Fig. 1: run 1, cell area per tile
(3 px per um) 14 x 14 tiles, from black (low) to pale yellow (high), 0 to 100% covered.
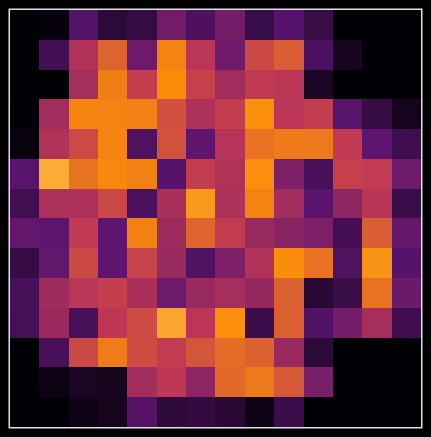
Fig. 2: run 1, routing congestion map
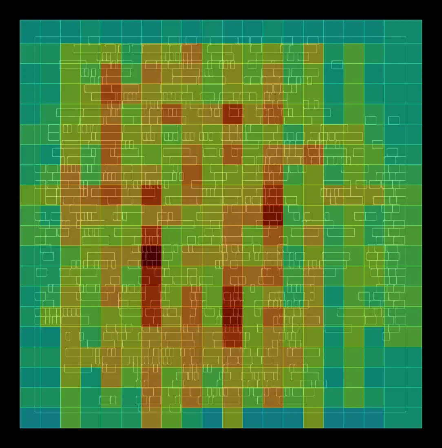
Fig. 3: run 1, signal wires on met2
(3 px per um)
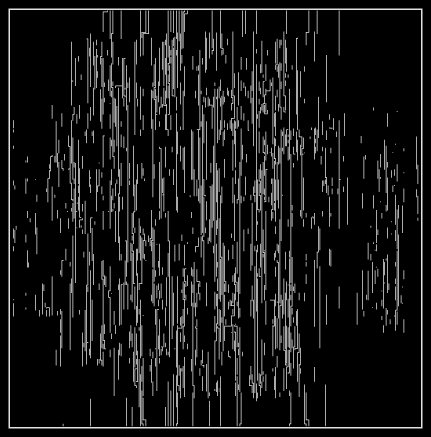
$ cat config.mk
export PLATFORM = sky130hd
export DESIGN_NAME = dram_copy_engine
export DESIGN_NICKNAME = d
export VERILOG_FILES = /design/src/rtl/dram_copy_engine_pkg.sv /design/src/rtl/dram_copy_engine_port_driver.sv /design/src/rtl/dram_copy_engine.sv
export SDC_FILE = /design/constraint.sdc
export NUM_CORES = 1
export LEC_CHECK = 0
export CORE_AREA = 5 5 132 134
export CTS_BUF_LIST = sky130_fd_sc_hd__clkbuf_4 sky130_fd_sc_hd__clkbuf_8 sky130_fd_sc_hd__clkbuf_16
export DETAILED_ROUTE_END_ITERATION = 6
export DIE_AREA = 0 0 137 139
export PLACE_DENSITY = 0.54
export RECOVER_POWER = 25
export SYNTH_ARGS = -nofsm -noshare
export SYNTH_HDL_FRONTEND = slang
export SYNTH_SLANG_ARGS = --single-unit
$ cat constraint.sdc
create_clock -name clk -period 9.4 [get_ports clk]
set_input_delay 2.35 -clock clk [delete_from_list [all_inputs] [get_ports clk]]
set_output_delay 2.35 -clock clk [all_outputs]
set_load 0.03 [all_outputs]
$ cat src/rtl/dram_copy_engine_pkg.sv
// Shared types and default widths for the DRAM block-copy engine.
// Optional fill path is enabled by defining FILL_MODE_EN.
package dram_copy_engine_pkg;

    localparam int DEF_ADDR_W = 16;
    localparam int DEF_DATA_W = 16;
    localparam int DEF_LEN_W  = 16;

    typedef enum logic [1:0] {
        ST_IDLE = 2'd0,
        ST_RD   = 2'd1,
        ST_WR   = 2'd2,
        ST_DONE = 2'd3
    } state_t;

    // Engine is busy in every state except IDLE.
    function automatic logic state_busy(input state_t st);
        return (st != ST_IDLE);
    endfunction

endpackage

$ cat src/rtl/dram_copy_engine_port_driver.sv
// Flop stage between the copy FSM and the DRAM port slot.
// Write data is forwarded from the registered read port only in copy write cycles.
module dram_port_driver
    import dram_copy_engine_pkg::*;
#(
    parameter int ADDR_W = DEF_ADDR_W,
    parameter int DATA_W = DEF_DATA_W
) (
    input  logic              clk,
    input  logic              rst,
    input  logic              req_we,
    input  logic [ADDR_W-1:0] req_addr,
    input  logic [DATA_W-1:0] req_data,
    input  logic              req_pass,
    input  logic [DATA_W-1:0] mem_data_out,
    output logic              mem_write_en,
    output logic [ADDR_W-1:0] mem_addr,
    output logic [DATA_W-1:0] mem_data_in
);

    logic              we_r;
    logic [ADDR_W-1:0] addr_r;
    logic [DATA_W-1:0] data_r;
    logic              pass_r;

    // Register the requests for the cycle that is about to start.
    always_ff @(posedge clk or posedge rst) begin
        if (rst) begin
            we_r   <= 1'b0;
            addr_r <= '0;
            data_r <= '0;
            pass_r <= 1'b0;
        end else begin
            we_r   <= req_we;
            addr_r <= req_addr;
            data_r <= req_data;
            pass_r <= req_pass;
        end
    end

    // Read data only exists in the write cycle itself, so the copy path
    // selects it with a flopped select instead of re-registering it.
    assign mem_write_en = we_r;
    assign mem_addr     = addr_r;
    assign mem_data_in  = pass_r ? mem_data_out : data_r;

endmodule

$ cat src/rtl/dram_copy_engine.sv
// Block-copy master for one DRAM port slot: reads src+i, writes dst+i, ascending.
// Define FILL_MODE_EN to add the fill/fill_value ports and the 1-cycle/word fill path.
module dram_copy_engine
    import dram_copy_engine_pkg::*;
#(
    parameter int ADDR_W = DEF_ADDR_W,
    parameter int DATA_W = DEF_DATA_W,
    parameter int LEN_W  = DEF_LEN_W
) (
    input  logic              clk,
    input  logic              rst,
    input  logic              start,
    input  logic [ADDR_W-1:0] src_addr,
    input  logic [ADDR_W-1:0] dst_addr,
    input  logic [LEN_W-1:0]  len,
`ifdef FILL_MODE_EN
    input  logic              fill,
    input  logic [DATA_W-1:0] fill_value,
`endif
    output logic              busy,
    output logic              done,
    output logic [LEN_W-1:0]  words_done,
    output logic              mem_write_en,
    output logic [ADDR_W-1:0] mem_addr,
    output logic [DATA_W-1:0] mem_data_in,
    input  logic [DATA_W-1:0] mem_data_out
);

    state_t            state_r;
    state_t            next_state_s;
    logic [ADDR_W-1:0] src_r;
    logic [ADDR_W-1:0] dst_r;
    logic [LEN_W-1:0]  len_r;
    logic [LEN_W-1:0]  words_done_r;
    logic              busy_r;
    logic              done_r;
    logic              accept_s;
    logic              last_s;
    logic              fill_in_s;
    logic              fill_act_s;
    logic              fill_nxt_s;
    logic [DATA_W-1:0] fill_val_nxt_s;
    logic [LEN_W-1:0]  idx_nxt_s;
    logic [ADDR_W-1:0] base_src_s;
    logic [ADDR_W-1:0] base_dst_s;
    logic              req_we_s;
    logic [ADDR_W-1:0] req_addr_s;
    logic [DATA_W-1:0] req_data_s;
    logic              req_pass_s;

    assign accept_s = (state_r == ST_IDLE) && start;
    assign last_s   = ((words_done_r + LEN_W'(1)) == len_r);

`ifdef FILL_MODE_EN
    logic              fill_r;
    logic [DATA_W-1:0] fill_value_r;

    // Fill command fields are captured with the rest of the command.
    always_ff @(posedge clk or posedge rst) begin
        if (rst) begin
            fill_r       <= 1'b0;
            fill_value_r <= '0;
        end else if (accept_s) begin
            fill_r       <= fill;
            fill_value_r <= fill_value;
        end else begin
            fill_r       <= fill_r;
            fill_value_r <= fill_value_r;
        end
    end

    assign fill_in_s      = fill;
    assign fill_act_s     = fill_r;
    assign fill_val_nxt_s = (state_r == ST_IDLE) ? fill_value : fill_value_r;
`else
    assign fill_in_s      = 1'b0;
    assign fill_act_s     = 1'b0;
    assign fill_val_nxt_s = '0;
`endif

    assign fill_nxt_s = (state_r == ST_IDLE) ? fill_in_s : fill_act_s;

    // FSM state register.
    always_ff @(posedge clk or posedge rst) begin
        if (rst) begin
            state_r <= ST_IDLE;
        end else begin
            state_r <= next_state_s;
        end
    end

    // Next-state logic.
    always_comb begin
        next_state_s = state_r;
        case (state_r)
            ST_IDLE: begin
                if (start) begin
                    if (len == LEN_W'(0)) begin
                        next_state_s = ST_DONE;
                    end else if (fill_in_s) begin
                        next_state_s = ST_WR;
                    end else begin
                        next_state_s = ST_RD;
                    end
                end else begin
                    next_state_s = ST_IDLE;
                end
            end
            ST_RD:   next_state_s = ST_WR;
            ST_WR: begin
                if (last_s) begin
                    next_state_s = ST_DONE;
                end else if (fill_act_s) begin
                    next_state_s = ST_WR;
                end else begin
                    next_state_s = ST_RD;
                end
            end
            ST_DONE: next_state_s = ST_IDLE;
            default: next_state_s = ST_IDLE;
        endcase
    end

    // Requests are computed for the next state so the port flops line up with it;
    // on the accepting edge the command comes straight from the inputs.
    always_comb begin
        idx_nxt_s  = (state_r == ST_IDLE) ? LEN_W'(0) :
                     (state_r == ST_WR)   ? (words_done_r + LEN_W'(1)) : words_done_r;
        base_src_s = (state_r == ST_IDLE) ? src_addr : src_r;
        base_dst_s = (state_r == ST_IDLE) ? dst_addr : dst_r;
        req_we_s   = 1'b0;
        req_addr_s = mem_addr;
        req_data_s = '0;
        req_pass_s = 1'b0;
        case (next_state_s)
            ST_RD: begin
                req_addr_s = base_src_s + ADDR_W'(idx_nxt_s);
            end
            ST_WR: begin
                req_we_s   = 1'b1;
                req_addr_s = base_dst_s + ADDR_W'(idx_nxt_s);
                if (fill_nxt_s) begin
                    req_data_s = fill_val_nxt_s;
                end else begin
                    req_pass_s = 1'b1;
                end
            end
            default: begin
                req_we_s = 1'b0;
            end
        endcase
    end

    // Command capture and progress counter.
    always_ff @(posedge clk or posedge rst) begin
        if (rst) begin
            src_r        <= '0;
            dst_r        <= '0;
            len_r        <= '0;
            words_done_r <= '0;
        end else if (accept_s) begin
            src_r        <= src_addr;
            dst_r        <= dst_addr;
            len_r        <= len;
            words_done_r <= '0;
        end else if (state_r == ST_WR) begin
            words_done_r <= words_done_r + LEN_W'(1);
        end else begin
            words_done_r <= words_done_r;
        end
    end

    // Status flags registered from the next state.
    always_ff @(posedge clk or posedge rst) begin
        if (rst) begin
            busy_r <= 1'b0;
            done_r <= 1'b0;
        end else begin
            busy_r <= state_busy(next_state_s);
            done_r <= (next_state_s == ST_DONE);
        end
    end

    assign busy       = busy_r;
    assign done       = done_r;
    assign words_done = words_done_r;

    dram_port_driver #(
        .ADDR_W (ADDR_W),
        .DATA_W (DATA_W)
    ) u_port (
        .clk          (clk),
        .rst          (rst),
        .req_we       (req_we_s),
        .req_addr     (req_addr_s),
        .req_data     (req_data_s),
        .req_pass     (req_pass_s),
        .mem_data_out (mem_data_out),
        .mem_write_en (mem_write_en),
        .mem_addr     (mem_addr),
        .mem_data_in  (mem_data_in)
    );

endmodule

==> results_dict.tcl, run 1 <==
# collected from the flow reports
set metrics [dict create \
    status "finished, violations left" \
    failed_checks "max-capacitance violations, max-slew violations" \
    die_y_um 139 \
    syn_avg_cell_area_um2 8.69 \
    numSynthFlops 85 \
    r2r_cells 18 \
    xor_share_pct 7.34 \
    slew_violations 98 \
    postCtsResizedCells 0 \
    worstSetupEndpoint "u_port.mem_addr[12]$_DFFE_PP0P_" \
    final_antenna_net_count 0 \
    path_cells "clkdlybuf4s50_1, nor4_1, nand4_1, or4b_1, a221o_1, nor4_2, a31o_1, ha_1, buf_4, mux4_2, ha_1, fa_1, a21o_1, a221oi_1, o211ai_1, a211oi_1, o21ai_0, a31oi_1" \
    worstMarginPinSlew_ps 2890 \
    crit_family "AND-OR/OR-AND gates" \
    critPathMaxFanout 17 \
    cts_tree "done" \
    p_seq_share_pct 28.9 \
    fin_crit_sh_pct 77.9 \
    rsz0062_at_grt "false" \
    fill_cells 1579 \
    maxSlewHeadroom_pct -92.4 \
    ys_types 54 \
    holdPathEnd "src_r[4]$_DFFE_PP0P_" \
    cts_buffers 9 \
    dp_hpwl_mm 12.1 \
    drt_iter0_drc 259 \
    syn_nets 706 \
    yosysWarningCount 0 \
    die_area_mm2 0.0190 \
    p_switching_uw 957 \
    ys_sh_simple_pct 26.5 \
    yosysChipArea_mm2 0.00537 \
    gp_congestion 0.880 \
    clock_path_buffers 2 \
    topCombFamilyByArea "simple AND/OR/NAND/NOR gates" \
    drv_cap 2 \
    p_total_uw 2180 \
    setup_tns_ps 0 \
    syn-instance-count 618 \
    edf_count 0 \
    min_from "src_r[4]$_DFFE_PP0P_" \
    cpMostUsedCell "ha_1" \
    setup_viol 0 \
    clkLatencyLatePin_ps 340 \
    p_seq_uw 631 \
    crit_start "len[9]" \
    openroad.warnings 29 \
    rrSetupSlack_ps 4010 \
    reg2reg_to "u_port.mem_addr[12]$_DFFE_PP0P_" \
    mostFrequentLayoutCells "nand2_1, clkdlybuf4s50_1, dfrtp_1" \
    die-width_um 137 \
    crit_buf_inv 2 \
    leakage_uw 0.00309 \
    synth_top_cell_by_area "dfrtp_1" \
    worstSetupPathType "in2reg" \
    synthesis.area_mm2 0.00537 \
    ff_type "dfrtp_1" \
    fin_crit_ps 7320 \
    finalHoldViolCount 0 \
    crit_required_ps 9670 \
    dpl.cell_count 923 \
    clkSinkCount 85 \
    grt_overflow 0 \
    cp-end-kind "flop" \
    min_path_type "reg2reg" \
    worstPathArrival_ps 7590 \
    finalInstanceArea_mm2 0.00699 \
    max_freq_mhz 137 \
    post_cts_buffers 0 \
    cpMaxStageDelayCell "or4b_1" \
    clock-root-buffer "clkbuf_16" \
    drc 0 \
    grt_pass1_wl_mm 25.5 \
    yosys.area.top_type_share_pct 39.6 \
    grt_pass1_vias 4605 \
]
Notes on Fig. 1 above:
4.1% of the tiles are over 75% full. The mean over all tiles is 35%. 15% of the tiles are nearly empty. The fullest tile reaches 82%.
Core Area: 0.0162 mm^2
Initial Utilization: 33.2%

Notes on Fig. 2 above:
met1 Track Usage GR: 24.3%
Tot GR Track Use: 16.9%
fin util: 43.2%
met2 GRT Util: 25.9%
grt met3 use: 3.12%

Notes on Fig. 3 above:
634 nets have wire on it. The layer carries 7,100 um of wire.
Detailed Route WL: 15.9 mm
via count: 4,609

run 1: layout make-up:
| type | instances | area (um^2) | share of cell area [%] |
|---|---|---|---|
| Clock inverter | 6 | 46.3 | 0.662 |
| Timing Repair Buffer | 124 | 1220 | 17.4 |
| Clock buffer | 10 | 233 | 3.33 |
| Sequential cell | 85 | 2130 | 30.4 |
| Multi-Input combinational cell | 484 | 3050 | 43.7 |
| Tap cell | 220 | 275 | 3.94 |
| Inverter | 10 | 38.8 | 0.555 |
run 1: metal layers:
| layer | GRT usage (%) | routed length (um) |
|---|---|---|
| met4 | 5.25 | 284 |
| met3 | 3.12 | 982 |
| met5 | 0 | 0 |
| met1 | 24.3 | 7520 |
| met2 | 25.9 | 7100 |
Fig. 4: run 1, close-up of the layout
Window x 56 to 81, y 57 to 82 um. Cells in gray, sequential cells in the stronger gray; small squares are vias.
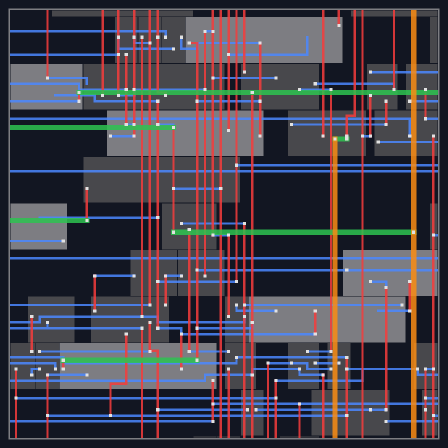

## Run 2: what changed since run 1
--- a/config.mk
+++ b/config.mk
@@ -9,7 +9,7 @@
 export CTS_BUF_LIST = sky130_fd_sc_hd__clkbuf_4 sky130_fd_sc_hd__clkbuf_8 sky130_fd_sc_hd__clkbuf_16
 export DETAILED_ROUTE_END_ITERATION = 6
 export DIE_AREA = 0 0 137 139
-export PLACE_DENSITY = 0.54
+export PLACE_DENSITY = 0.56
 export RECOVER_POWER = 25
 export SYNTH_ARGS = -nofsm -noshare
 export SYNTH_HDL_FRONTEND = slang
==> constraint.sdc (replaced) <==
create_clock -name clk -period 6.35 [get_ports clk]
set_input_delay 1.5875 -clock clk [delete_from_list [all_inputs] [get_ports clk]]
set_output_delay 1.5875 -clock clk [all_outputs]
set_load 0.03 [all_outputs]
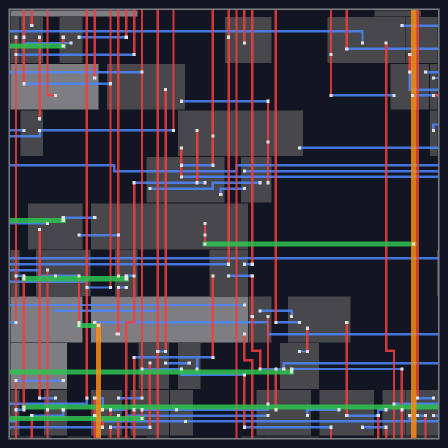
Fig. 5. Close-up of the layout (run 2).
Window x 56 to 81, y 57 to 82 um. Cells in gray, sequential cells in the stronger gray; small squares are vias.
met4: marked orange. met3: marked green. met2: marked red. met1: marked blue.
Netlist names of flops here include dst_r (1), words_done (1). Most frequent: nand2_1 (7), o21ai_0 (3), ha_1 (3). 30 logic cells have their middle in the window. Sequential cells in the window: 2.

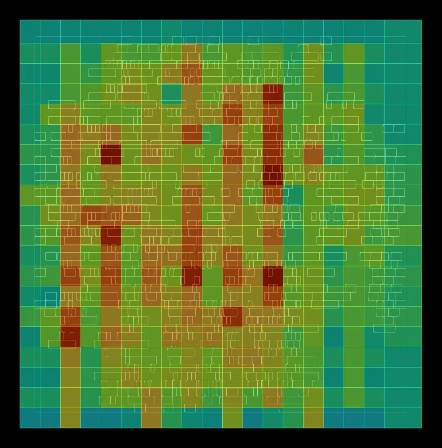
Fig. 6. Routing congestion map (run 2).
grt met3 use: 2.98%
fin util: 44.9%

==> run 2 against run 1 <==
  * Clock power grew 49%
  * Worst hold slack improved by 2.7 ps
  * Synthesized area unchanged
  * Largest cell class unchanged
  * Die area is the same
  * Combinational power rose by about 60%
  * The flow still finishes with violations (max-capacitance violations, max-slew violations)
  * Critical endpoint is now u_port.mem_addr[15]$_DFFE_PP0P_
  * Non-clock buffer count is 31 higher
==> results_dict.tcl, run 2 <==
# collected from the flow reports
set metrics [dict create \
    htree_levels 3 \
    core_mm2 0.0162 \
    die-width_um 137 \
    yosysWarningCount 0 \
    tap_cells 220 \
    clkSinkCount 85 \
    grt_max_degree 65 \
    logic_area_mm2 0.00307 \
    grt_pass1_wl_mm 25.3 \
    finalHoldViolCount 0 \
    crit_buf_inv 3 \
    n_antenna_cell 0 \
    wl_met2_mm 7.07 \
    path_cells "clkdlybuf4s50_1, nor4_1, nand4_1, or4b_1, a221o_1, nor4_2, a31o_1, ha_2, buf_4, buf_4, mux4_2, ha_1, a21o_1, a21oi_1, o21a_1, and3_1, a2111oi_2, or3b_1" \
    mostFrequentLayoutCells "nand2_1, clkdlybuf4s50_1, dfrtp_1" \
    cpMostUsedCell "buf_4" \
    p_seq_uw 929 \
    pg_clk_uw 515 \
    p_seq_share_pct 27.5 \
    drv_cap 2 \
    clock_path_buffers 2 \
    nClkBuffers 10 \
    ys_cells 618 \
    common_cells "nand2_1, dfrtp_1, nor2_1, o21ai_0, xor2_1" \
    wl_met3_mm 1.07 \
    p_int_uw 1920 \
    setup_viol 0 \
    vdd_drop_max_uv 176 \
    num_rows 47 \
    crit_start "len[0]" \
    wl_met1_mm 7.41 \
    highest_layer "met4" \
    clockPowerShare_pct 15.3 \
    use_met1_pct 23.9 \
    syn2layout_area_growth_pct 35.1 \
    yosysChipArea_mm2 0.00537 \
    min_path_cells 2 \
    instances_no_fill 970 \
    dpl.cell_count 954 \
    slew_violations 102 \
    gr-usage-all-layers_pct 16.9 \
    holdPathEnd "src_r[15]$_DFFE_PP0P_" \
    fin_worst_skew_ps 5.64 \
    cts_tree "done" \
    drive_gt1_share_pct 11.6 \
    reg2reg_to "u_port.mem_addr[15]$_DFFE_PP0P_" \
    max_freq_mhz 164 \
    ff_type "dfrtp_1" \
    nonClkBufAreaFrac_pct 20.1 \
    cpPeakStageDelay_ps 560 \
    post_cts_buffers 0 \
    worstSetupEndpoint "u_port.mem_addr[15]$_DFFE_PP0P_" \
    drt_first_pass_iters 4 \
    p_comb_uw 1930 \
    routed-via-count 4778 \
    syn_nets 706 \
    largest_cell_class "logic gates" \
    clock_area_share_pct 3.93 \
    finalInstanceArea_mm2 0.00726 \
    critPathMaxFanout 5 \
    reg2reg_from "words_done[0]$_DFF_PP0_" \
    ios 118 \
    nets 833 \
    rrSetupSlack_ps 1330 \
    synthesis.area_mm2 0.00537 \
    die_y_um 139 \
    syn_avg_cell_area_um2 8.69 \
    power-top-group "combinational logic" \
    hold_buffers 0 \
    yosysSeqAreaShare_pct 39.6 \
    numSynthFlops 85 \
    switching_share_pct 43.1 \
    power_density_mw_per_mm2 465 \
    die_area_mm2 0.0190 \
    rsz0062_at_grt "false" \
    ff_count 85 \
    combPwrFrac_pct 57.2 \
    place_ws_ps -251 \
    regArea_mm2 0.00213 \
    clk_pin_slew_ps 70 \
    postRouteWirelength_mm 15.9 \
    failed_checks "max-capacitance violations, max-slew violations" \
    cp-end-kind "flop" \
    inverters_excl_clock 10 \
    edf_count 0 \
    openroad.warnings 29 \
    cpMaxStageDelayCell "or4b_1" \
    leakage_uw 0.00325 \
    cts_buffers 9 \
    numPortBuffers 117 \
    fin_crit_ps 6090 \
    async_reset_ff_share_pct 100 \
    worstMarginPinSlew_ps 2920 \
    grt_overflow 0 \
    r2r_cells 17 \
    status "finished, violations left" \
    placed_area_mm2 0.00695 \
    drt_iter0_drc 202 \
    met2_usage_pct 25.8 \
    post-synth-top-count-cell "nand2_1" \
    yosys.area.top_type_share_pct 39.6 \
    topCellsByArea "dfrtp_1, nand2_1, mux4_2" \
    grt.busiest_layer "met2" \
    crit_cells 18 \
    p_total_uw 3380 \
    p_switching_uw 1460 \
    initial_utilization_pct 33.2 \
    logic_gate_count 484 \
    min_from "src_r[15]$_DFFE_PP0P_" \
    ys_types 54 \
    min_path_type "reg2reg" \
    fin_crit_sh_pct 95.8 \
    syn-instance-count 618 \
    layout_top_cell "nand2_1" \
    sh_seq_area_pct 29.3 \
    grt_pass1_vias 4650 \
    final_antenna_net_count 0 \
    crit_required_ps 6580 \
    hold_ws_ps 476 \
    maxSlewHeadroom_pct -94.8 \
    clkLatencyLatePin_ps 350 \
    setup_tns_ps 0 \
    clock-root-buffer "clkbuf_16" \
    drc 0 \
    worstSetupPathType "in2reg" \
    synth_top_cell_by_area "dfrtp_1" \
    gp_congestion 0.925 \
    fill_cells 1561 \
    antenna_found_initial 0 \
    worstPathArrival_ps 6320 \
    route.detailed.wl_per_inst_um 16.4 \
    dp_hpwl_mm 12.2 \
    start_kind "primary input" \
    crit_family "simple AND/OR/NAND/NOR gates" \
    sh_comb_area_pct 42.4 \
    viasPerCell 4.93 \
]
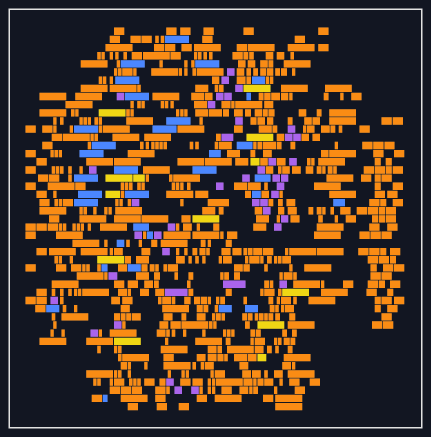
Fig. 7. Drive-strength map (run 2).
(3 px per um)
drive 2: marked blue, cells 32, share 4.3%. drive 1 or less: marked orange, cells 663, share 88%. drive 3 to 4: marked purple, cells 42, share 5.6%. drive 6 and up: marked yellow, cells 13, share 1.7%.
min setup slack post-route: 265 ps
Repair and plain buffers: 155

## run 2: cell counts after synthesis
No cell type changed its count.
## run 2: tightest hold or removal path, delay by kind of cell, from the launching register on
| family | cells | cell delay, ps |
|---|---|---|
| DFF | 1 | 340 |
| and+or+nand+nor | 2 | 100 |
## run 2: kinds of logic (layout without fill, tap and decap cells)
family / Yosys count / in the layout / synth area share [%]
simple gates: 313 / 313 / 26.5
flops: 85 / 85 / 39.6
compound gates: 79 / 79 / 9.27
buf+inv: 49 / 181 / 3.66
xor+xnor: 45 / 45 / 7.34
mux: 26 / 26 / 8.62
fa+ha+maj: 21 / 21 / 5.03
## run 2: repair_timing
item                                   in CTS  in global routing
resized                                     0                  5
setup endpoints to repair                   0                  8
endpoints found under the hold margin       0                  0
Power figures rest on the tool's default switching activity, not on a simulated workload.
